**src/rtl/seg7_pkg.sv**
```systemverilog
`default_nettype none
// ============================================================================
//  Module  : seg7_pkg
//  Purpose : Shared definitions for the 4-digit seven-segment scanner:
//            digit count, scan phase encoding, active configuration record
//            and the hex-to-segment lookup table (active-low, CA..CG).
//  Ports   : none (package)
//  Rev     : 1.0  initial release
// ============================================================================
package seg7_pkg;

  localparam int NUM_DIGITS = 4;

  // Scan phase within one digit slot
  localparam logic [0:0] PH_BLANK = 1'b0;
  localparam logic [0:0] PH_SHOW  = 1'b1;

  // Segment bit order: [6]=CA (a) ... [0]=CG (g); 0 = segment lit
  localparam logic [15:0][6:0] HEX_SEG = {
    7'b0111000,  // F
    7'b0110000,  // E
    7'b1000010,  // d
    7'b0110001,  // C
    7'b1100000,  // b
    7'b0001000,  // A
    7'b0000100,  // 9
    7'b0000000,  // 8
    7'b0001111,  // 7
    7'b0100000,  // 6
    7'b0100100,  // 5
    7'b1001100,  // 4
    7'b0000110,  // 3
    7'b0010010,  // 2
    7'b1001111,  // 1
    7'b0000001   // 0
  };

  typedef struct packed {
    logic [15:0]           value;
    logic [NUM_DIGITS-1:0] dp;
    logic [NUM_DIGITS-1:0] en;
  } disp_cfg_t;

endpackage
`default_nettype wire

```
**src/rtl/seg7_hex_dec.sv**
```systemverilog
`default_nettype none
// ============================================================================
//  Module  : seg7_hex_dec
//  Purpose : Combinational hex nibble to active-low seven-segment decoder.
//  Ports   : nibble - 4-bit hex digit
//            seg    - segments {CA,CB,CC,CD,CE,CF,CG}, 0 = lit
//  Rev     : 1.0  initial release
// ============================================================================
module seg7_hex_dec
  import seg7_pkg::*;
(
  input  logic [3:0] nibble,
  output logic [6:0] seg
);

  assign seg = HEX_SEG[nibble];

endmodule
`default_nettype wire

```
**src/rtl/seg7_scan.sv**
```systemverilog
`default_nettype none
// ============================================================================
//  Module  : seg7_scan
//  Purpose : Time-multiplexed driver for a 4-digit common-anode display.
//            Each digit owns a slot of TICKS_PER_DIGIT cycles whose first
//            BLANK_TICKS cycles are dark (ghosting suppression). New content
//            is double-buffered and only takes effect at a frame boundary.
//  Ports   : clk, reset     - clock, synchronous active-high reset
//            value[15:0]    - nibble i shown on digit i
//            dp_in[3:0]     - decimal point request per digit (1 = lit)
//            en_in[3:0]     - digit enable mask (1 = shown)
//            load           - strobe capturing value/dp_in/en_in as pending
//            frame_done     - one-cycle pulse after each frame boundary
//            AN0..AN3       - digit anodes, active-low
//            CA..CG, DP     - segments and decimal point, active-low
//  Rev     : 1.0  initial release
// ============================================================================
module seg7_scan
  import seg7_pkg::*;
#(
  parameter int TICKS_PER_DIGIT = 50000,
  parameter int BLANK_TICKS     = 1000
) (
  input  logic        clk,
  input  logic        reset,
  input  logic [15:0] value,
  input  logic [3:0]  dp_in,
  input  logic [3:0]  en_in,
  input  logic        load,
  output logic        frame_done,
  output logic        AN0,
  output logic        AN1,
  output logic        AN2,
  output logic        AN3,
  output logic        CA,
  output logic        CB,
  output logic        CC,
  output logic        CD,
  output logic        CE,
  output logic        CF,
  output logic        CG,
  output logic        DP
);

  localparam int                CNT_W      = $clog2(TICKS_PER_DIGIT);
  localparam int                IDX_W      = $clog2(NUM_DIGITS);
  localparam logic [CNT_W-1:0]  CNT_LAST   = CNT_W'(TICKS_PER_DIGIT - 1);
  localparam logic [CNT_W-1:0]  BLANK_LAST = CNT_W'(BLANK_TICKS - 1);
  localparam logic [IDX_W-1:0]  IDX_LAST   = IDX_W'(NUM_DIGITS - 1);

  logic [CNT_W-1:0]      cnt;
  logic [IDX_W-1:0]      idx;
  logic [0:0]            phase;
  disp_cfg_t             active;
  disp_cfg_t             pending;
  logic                  pending_valid;

  logic                  wrap;
  logic                  boundary;
  logic [6:0]            dec_seg;
  logic [NUM_DIGITS-1:0] an_next;
  logic [6:0]            seg_next;
  logic                  dp_next;

  logic [NUM_DIGITS-1:0] an;
  logic [6:0]            seg;
  logic                  dp;

  assign wrap     = (cnt == CNT_LAST);
  assign boundary = wrap && (idx == IDX_LAST);

  seg7_hex_dec u_hex_dec (
    .nibble (active.value[{idx, 2'b00} +: 4]),
    .seg    (dec_seg)
  );

  // Next pin values derived from the current scan state; registered below
  always_comb begin
    an_next  = '1;
    seg_next = '1;
    dp_next  = 1'b1;
    if (phase == PH_SHOW && active.en[idx]) begin
      an_next[idx] = 1'b0;
      seg_next     = dec_seg;
      dp_next      = ~active.dp[idx];
    end
  end

  always_ff @(posedge clk) begin
    if (reset) begin
      cnt           <= '0;
      idx           <= '0;
      phase         <= PH_BLANK;
      active        <= '0;
      pending       <= '0;
      pending_valid <= 1'b0;
      frame_done    <= 1'b0;
      an            <= '1;
      seg           <= '1;
      dp            <= 1'b1;
    end else begin
      cnt <= wrap ? '0 : cnt + CNT_W'(1);
      if (wrap) begin
        idx <= idx + IDX_W'(1);
      end

      // Phase register tracks (next cnt >= BLANK_TICKS)
      if (wrap) begin
        phase <= PH_BLANK;
      end else if (cnt == BLANK_LAST) begin
        phase <= PH_SHOW;
      end

      if (boundary && pending_valid) begin
        active        <= pending;
        pending_valid <= 1'b0;
      end
      // A load on the boundary cycle is written after the transfer above,
      // so the transfer sees the older pending data and the new data stays
      // pending for the following frame.
      if (load) begin
        pending       <= '{value: value, dp: dp_in, en: en_in};
        pending_valid <= 1'b1;
      end

      frame_done <= boundary;
      an         <= an_next;
      seg        <= seg_next;
      dp         <= dp_next;
    end
  end

  assign {AN3, AN2, AN1, AN0}          = an;
  assign {CA, CB, CC, CD, CE, CF, CG}  = seg;
  assign DP                            = dp;

endmodule
`default_nettype wire
```
**config.mk**
```make
export PLATFORM = sky130hd
export DESIGN_NAME = seg7_scan
export DESIGN_NICKNAME = d
export VERILOG_FILES = /design/src/rtl/seg7_pkg.sv /design/src/rtl/seg7_hex_dec.sv /design/src/rtl/seg7_scan.sv
export SDC_FILE = /design/constraint.sdc
export NUM_CORES = 1
export LEC_CHECK = 0
export CORE_ASPECT_RATIO = 0.75
export CORE_MARGIN = 10
export CORE_UTILIZATION = 45
export DETAILED_ROUTE_END_ITERATION = 8
export PLACE_DENSITY = 0.73
export SLEW_MARGIN = 20
export SYNTH_ARGS = -nofsm -noshare
export SYNTH_HDL_FRONTEND = slang
export SYNTH_SLANG_ARGS = --single-unit
```
**constraint.sdc**
```tcl
create_clock -name clk -period 2.1 [get_ports clk]
set_input_delay 0.525 -clock clk [delete_from_list [all_inputs] [get_ports clk]]
set_output_delay 0.525 -clock clk [all_outputs]
set_load 0.1 [all_outputs]
```
Figure 1. Placement view (run 1).
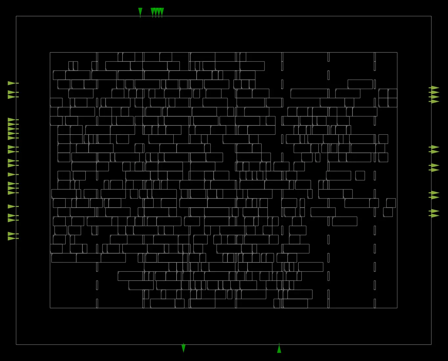
Final Non-Filler Cells: 516
count of sequential standard cells: 81
Filler cells: 681
post-layout util: 0.547

Figure 2. Nets reached from selected ports (run 1).
Drawn at 2 px/micron.
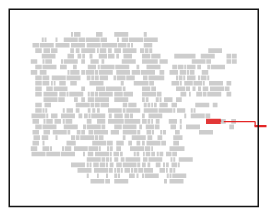
- red: DP (bits 1; direction output; edge right; end cells 1; buffers 1; wire 19.8 microns)
number of ports placed on the die boundary: 40
# port buffers: 39

==> results.txt, run 1 <==
Physical implementation

Looking at the post-CTS report, the setup buffer insertion count equals 0. Across all setup checks in the final design, the least slack found is 12.0 ps. The total power is 0.00283 W. The number of logic gates is 247. The critical path in this run is classified as reg -> reg. In this run the horizontal extent of the chip is 124 microns. The share of the Yosys chip area taken by registers is 0.446. The number of synthesized register bits is 81. Nets still carrying antenna violations after routing amount to 0.

The cell depth of the worst flop-to-flop path is 4. The post-synthesis cell count is 370. The share of synthesized cell area in full adder, half adder and majority cells is 0.0379.

In the synthesized netlist, the dominant kind of combinational cell is simple AND/OR/NAND/NOR gates. The worst-case headroom to the max-slew limit is 0.654. The power report attributes to the clock group a share of 0.388. The script extracted a net switching power of 0.000634 W. Sorting the synthesis cell report by count puts at the top dfxtp_1.

The cell family contributing the most delay on the critical path is simple AND/OR/NAND/NOR gates. The number of clock sinks is 81. The floorplan has 28 rows. The sequential cell area is 0.00162 sq mm.

The leakage power is 1.50 nW. The end of the worst hold path is cnt[2]. The setup slack of the worst register-to-register path is 10 ps. After the last flow step, the layout net total stands at 444. Note that the worst hold path type here is in -> reg. The maximum vdd drop is 0.381 mV. The part of the total power dissipated in combinational logic is 0.051. In the final layout, excluding clock inverters the inverter count is 12. The count of flip-flops with a built-in enable after synthesis is 0. The number of H-tree branching levels is 3.

In this design, the stage delay of the slowest critical-path cell is 740 ps. The number of nets handed over by synthesis was 408. The buffer-and-inverter tally for the worst setup path is 0. The maximum number of pins on one net before global-route repair is 52.

The run finished with clean final reports. The simple logic cell fraction of the synthesized area is 0.174. The arrival time of data at the worst endpoint is listed as 2310 ps. The proportion of cell area occupied by multi-input gates is 0.424.

The required time at the endpoint of the critical path is 2320 ps. The number of CTS-inserted buffers is 9. For this run the detailed placement stage logged an HPWL of 5720 microns. The number of maximum-capacitance violations recorded for the run is 0. The launch point of the critical path was reported as cnt[10].

The worst slack at placement is 12.9 ps. The number of antenna violations at the first check in global routing is 0. For this configuration, the core starts out at a cell density of 0.461. The footprint of the multi-input gates is 0.00183 sq mm.
Figure 3. Signal wires by layer (run 1).
Drawn at 4 px/micron. Two of the layers only.
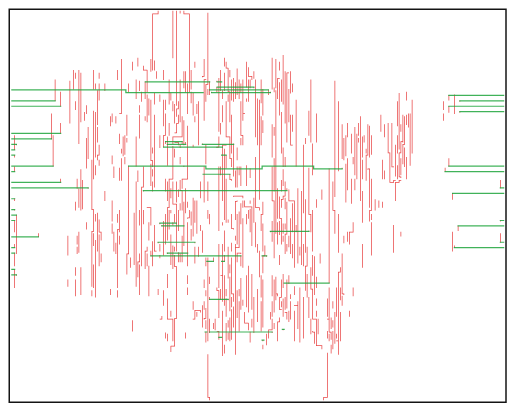
- red: M2 (wire length 3360 microns)
- green: M3 (wire length 547 microns)
Vias: 2823
wire length per cell after detailed routing: 15.8 microns

## run 1: per-layer routing
layer,global-route usage,routed length (microns)
met1,0.206,4130
met2,0.178,3360
met3,0.0414,546
met4,0.0554,108
met5,0,0
## run 1: placed cells by master (no fill, tap or decap), types with 6 or more instances in the layout
cell type,instances
a21oi_1,31
mux2i_1,25
nand2_1,17
nand3_1,8
ha_1,11
nor2_1,44
clkdlybuf4s50_1,25
clkbuf_8,9
mux4_2,6
xnor2_1,10
dfxtp_1,80
inv_1,12
nand4_1,26
o31ai_2,18
buf_4,27
o31ai_1,7
## run 1: state kept, by name, summed over array words and instances, names as in the netlist
register,cells
active,24
pending,24
phase,1
DP,1
an,4
idx,2
cnt,16
seg,7
frame_done,1
pending_valid,1
Figure 4. I/O pins on the die edge (run 1).
Drawn at 4 px/micron. Pins as bars across the die edge, other pins in gray.
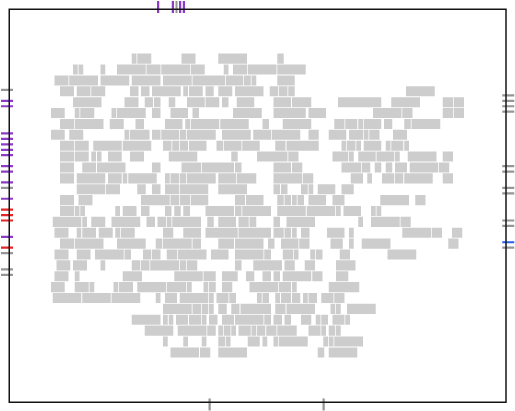

==> run 1 -> run 2 <==
--- a/config.mk
+++ b/config.mk
@@ -5,11 +5,11 @@
 export SDC_FILE = /design/constraint.sdc
 export NUM_CORES = 1
 export LEC_CHECK = 0
-export CORE_ASPECT_RATIO = 0.75
+export CORE_ASPECT_RATIO = 1.5
 export CORE_MARGIN = 10
-export CORE_UTILIZATION = 45
+export CORE_UTILIZATION = 56
 export DETAILED_ROUTE_END_ITERATION = 8
-export PLACE_DENSITY = 0.73
+export PLACE_DENSITY = 0.83
 export SLEW_MARGIN = 20
 export SYNTH_ARGS = -nofsm -noshare
 export SYNTH_HDL_FRONTEND = slang
==> constraint.sdc (replaced) <==
create_clock -name clk -period 2 [get_ports clk]
set_input_delay 0.5 -clock clk [delete_from_list [all_inputs] [get_ports clk]]
set_output_delay 0.5 -clock clk [all_outputs]
set_load 0.1 [all_outputs]
Figure 5. I/O pins on the die edge (run 2).
Drawn at 4 px/micron. Pins as bars across the die edge, other pins in gray.
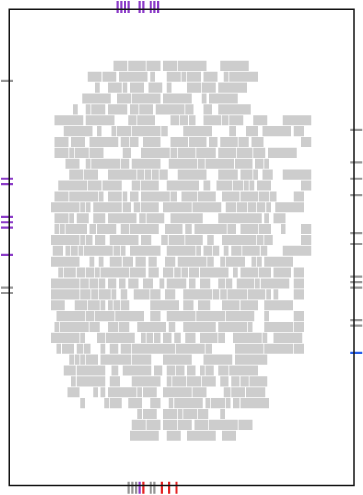
- red: dp_in (pins 4; direction input; edge bottom)
- blue: DP (pins 1; direction output; edge right)
- purple: value (pins 16; direction input; edge 9 top, 6 left, 1 bottom)
- all pins by edge: 12 right, 10 bottom, 9 left, 9 top
Die H: 119 microns
die extent in x: 85.8 microns

==> run 2 against run 1 <==
  * Largest power group unchanged
  * Synthesized cell count unchanged
  * Via count grew 6.8%
  * Largest cell class unchanged
  * Critical path type unchanged
  * Register-to-register slack gained 60 ps
  * Maximum frequency up 8.5%
==> results.txt, run 2 <==
Physical implementation

Outcome: completed (unchanged). The cell family with the largest share of critical-path delay was simple AND/OR/NAND/NOR gates (unchanged). The sequential cell area is 0.00163 sq mm (was 0.00162 sq mm). The global-route met1 utilization is 0.176 (was 0.206). The maximum vdd drop was 0.544 mV (was 0.381 mV). The tally of nets with antenna violations remaining after routing is 0 (unchanged). The routed length per placed instance is 17.4 microns (was 15.8 microns). The leakage power is 1.57 nW (was 1.50 nW). The met1 layer wirelength in the final routing was 3290 microns (was 4130 microns). The fraction of met2 tracks used by global routing is 0.294 (was 0.178). The data arrival time at the worst-slack endpoint is 2170 ps (was 2310 ps).

The part of the power in the clock network came to 0.420 (was 0.388). The footprint of the multi-input gates is 0.00185 sq mm (was 0.00183 sq mm). The total via count in the routed design came to 3014 (was 2823).

The number of cell rows came to 35 (was 28). The top-level I/O count is 40 (unchanged). Largest registers: active x24, pending x24, cnt x16 (unchanged). The cell depth of the worst flop-to-flop path came to 5 (was 4). The number of buffer cells added on primary ports is 39 (unchanged). The setup slack of the worst register-to-register path was 80 ps (was 10 ps). The post-synthesis cell count is 370 (unchanged). The non-clock inverter instance count of the final layout came to 12 (unchanged). The library cell with the highest instance count after synthesis is dfxtp_1 (unchanged). The HPWL after detailed placement is 5870 microns (was 5720 microns).

The classification of the worst setup path was reg -> reg (unchanged). The delay of the slowest cell on the worst path is 700 ps (was 740 ps). The start point of the critical path is cnt[0] (was cnt[10]). The number of logic gates is 249 (was 247). The classification of the worst-slack hold path is reg -> reg (was in -> reg). The number of clock sinks came to 81 (unchanged). The proportion of cell area occupied by multi-input gates is 0.419 (was 0.424). The fraction of the core area occupied by cells at floorplan is 0.585 (was 0.461). The worst slack at placement is 3.25 ps (was 12.9 ps). Top Layout Cells: dfxtp_1, nor2_1, buf_4, a21oi_1 (was dfxtp_1, nor2_1, a21oi_1, buf_4, nand4_1). The minimum setup slack in the final design was 76.0 ps (was 12.0 ps). The setup fix buffers added after clock tree synthesis is 0 (unchanged). The utilization of the core after routing is 0.708 (was 0.547).

The sequential area share after synthesis came to 0.446 (unchanged). The global-route met3 utilization was 0.0467 (was 0.0414).
==> run 2: cell counts after synthesis <==
Identical to the previous run, type by type.
==> run 2: cells by family (layout without fill, tap and decap cells) <==
group | after synthesis | count (layout) | synth area share
flops | 81 | 81 | 0.446
fa+ha+maj | 11 | 11 | 0.0379
mux | 32 | 32 | 0.109
simple gates | 122 | 124 | 0.174
buf+inv | 42 | 89 | 0.0571
compound gates | 69 | 69 | 0.144
xor+xnor | 13 | 13 | 0.0313
==> run 2: what timing repair did <==
| action | CTS | global route |
|---|---|---|
| gates resized | 3 | 5 |
| cloned | 0 | 2 |
| hold endpoints to repair | 0 | 0 |
| pin swaps | 0 | 1 |
| endpoints found under the setup margin | 2 | 25 |
| hold buffers | 0 | 0 |
Figure 6. Sizing map (run 2).
Drawn at 4 px/micron.
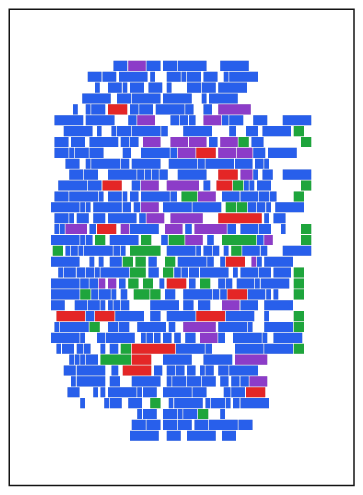

==> run 2 -> run 3 <==
--- a/config.mk
+++ b/config.mk
@@ -7,9 +7,9 @@
 export LEC_CHECK = 0
 export CORE_ASPECT_RATIO = 1.5
 export CORE_MARGIN = 10
-export CORE_UTILIZATION = 56
+export CORE_UTILIZATION = 60
 export DETAILED_ROUTE_END_ITERATION = 8
-export PLACE_DENSITY = 0.83
+export PLACE_DENSITY = 0.88
 export SLEW_MARGIN = 20
 export SYNTH_ARGS = -nofsm -noshare
 export SYNTH_HDL_FRONTEND = slang
==> constraint.sdc (replaced) <==
create_clock -name clk -period 2.34 [get_ports clk]
set_input_delay 0.585 -clock clk [delete_from_list [all_inputs] [get_ports clk]]
set_output_delay 0.585 -clock clk [all_outputs]
set_load 0.1 [all_outputs]
Figure 7. Sizing map (run 3).
Drawn at 4 px/micron.
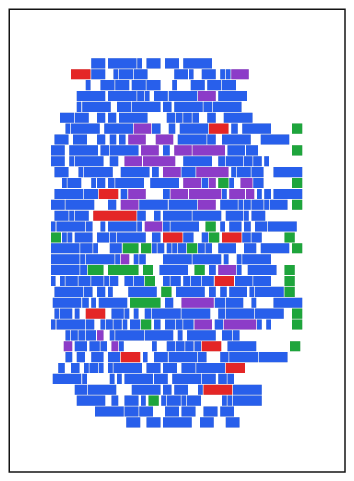
- purple: x2 (cells 31; share 7.7%)
- green: x3 and x4 (cells 28; share 6.9%)
- blue: x1 and smaller (cells 334; share 82%)
- red: x6 and larger (cells 12; share 3.0%)
Worst Slack Setup Final: 211 ps
Area growth syn-to-layout: 15.9%

==> run 3 against run 2 <==
  * Highest routed layer unchanged
  * Largest power group unchanged
  * Setup slack better by 140 ps
  * Sequential power fell by 14%
  * Wire length is 9.2% lower
  * Critical path depth is 1 lower
  * Combinational power fell by 19%
  * Clock power is 26% lower
  * Non-clock buffer count decreased by 12
  * Die area decreased by 5.3%
  * Final area down 4.3%
  * Register-to-register slack gained 140 ps
==> results.txt, run 3 <==
Physical implementation

Outcome: completed (unchanged). The fraction of the core area occupied by cells at floorplan is 0.624 (was 0.585). The non-clock inverter instance count of the final layout was 12 (unchanged). The area fraction in xor and xnor cells is 0.0313 (unchanged).

The count of flip-flops with a built-in enable after synthesis is 0 (unchanged). The simple logic cell fraction of the synthesized area is 0.174 (unchanged). The sequential area share after synthesis is 0.446 (unchanged). The number of H-tree branching levels was 3 (unchanged).

The top-level I/O count came to 40 (unchanged). The dominant non-sequential cell family after synthesis was simple AND/OR/NAND/NOR gates (unchanged). The footprint of the multi-input gates came to 0.00182 sq mm (was 0.00185 sq mm). The proportion of cell area occupied by multi-input gates is 0.431 (was 0.419). Top Layout Cells: dfxtp_1, nor2_1, a21oi_1, nand4_1, clkdlybuf4s50_1 (was dfxtp_1, nor2_1, buf_4, a21oi_1). The synthesized net count was 408 (unchanged). The post-synthesis compound-gate area fraction came to 0.144 (unchanged). The setup slack of the worst register-to-register path was 210 ps (was 80 ps).

The classification of the worst setup path is reg -> reg (unchanged). The number of resized instances in the post-cts repair step is 0 (was 3). The maximum vdd drop is 0.453 mV (was 0.544 mV).

The routed length per placed instance was 16.4 microns (was 17.4 microns). The number of cell rows is 34 (was 35). The classification of the worst-slack hold path is reg -> reg (unchanged).

The horizontal die dimension is 83.6 microns (was 85.8 microns). The worst-case headroom to the max-slew limit is 0.666 (was 0.725). The sequential cell area came to 0.00162 sq mm (was 0.00163 sq mm). The dominant logic cell type in the layout is dfxtp_1 (unchanged). The layout net count is 440 (was 454). The mux cell area share after synthesis was 0.109 (unchanged). The tally of nets with antenna violations remaining after routing is 0 (unchanged). The number of antenna violations at the first check in global routing is 0 (unchanged). The start point of the worst min-delay path is cnt[0] (unchanged).

The cell depth of the worst flop-to-flop path came to 4 (was 5). The delay of the slowest cell on the worst path is 760 ps (was 700 ps). The number of CTS-inserted buffers is 9 (unchanged).

The number of clock sinks came to 81 (unchanged). The number of logic gates was 247 (was 249). The hold-fix buffer count after cts came to 0 (unchanged).

The cell family with the largest share of critical-path delay was simple AND/OR/NAND/NOR gates (unchanged). The data arrival time at the worst-slack endpoint was 2370 ps (was 2170 ps).
-- run 3: power by group --
part           internal [W]  switching, W
clock              0.000504      0.000479
combinational     0.0000732     0.0000531
sequential          0.00141     0.0000185
-- run 3: layer usage --
metal | vias up | global-route usage | routed length [microns]
li1 | 1392 | - | -
met4 | 0 | 0.0840 | 204
met2 | 69 | 0.281 | 4010
met5 | - | 0 | 0
met3 | 19 | 0.0460 | 407
met1 | 1382 | 0.175 | 3190
-- run 3: metrics by stage --
step / hold slack, ps / area [sq um] / cells / setup WS (ps)
after floorplan: 418 / 3640 / 370 / 263
after global placement: 431 / 4030 / 463 / 331
after detailed placement: 443 / 4030 / 463 / 230
after CTS: 454 / 4220 / 477 / 227
after global routing: 477 / 4220 / 477 / 63.1
final: 446 / 4220 / 477 / 211
Power is estimated from default activity; no workload was simulated.
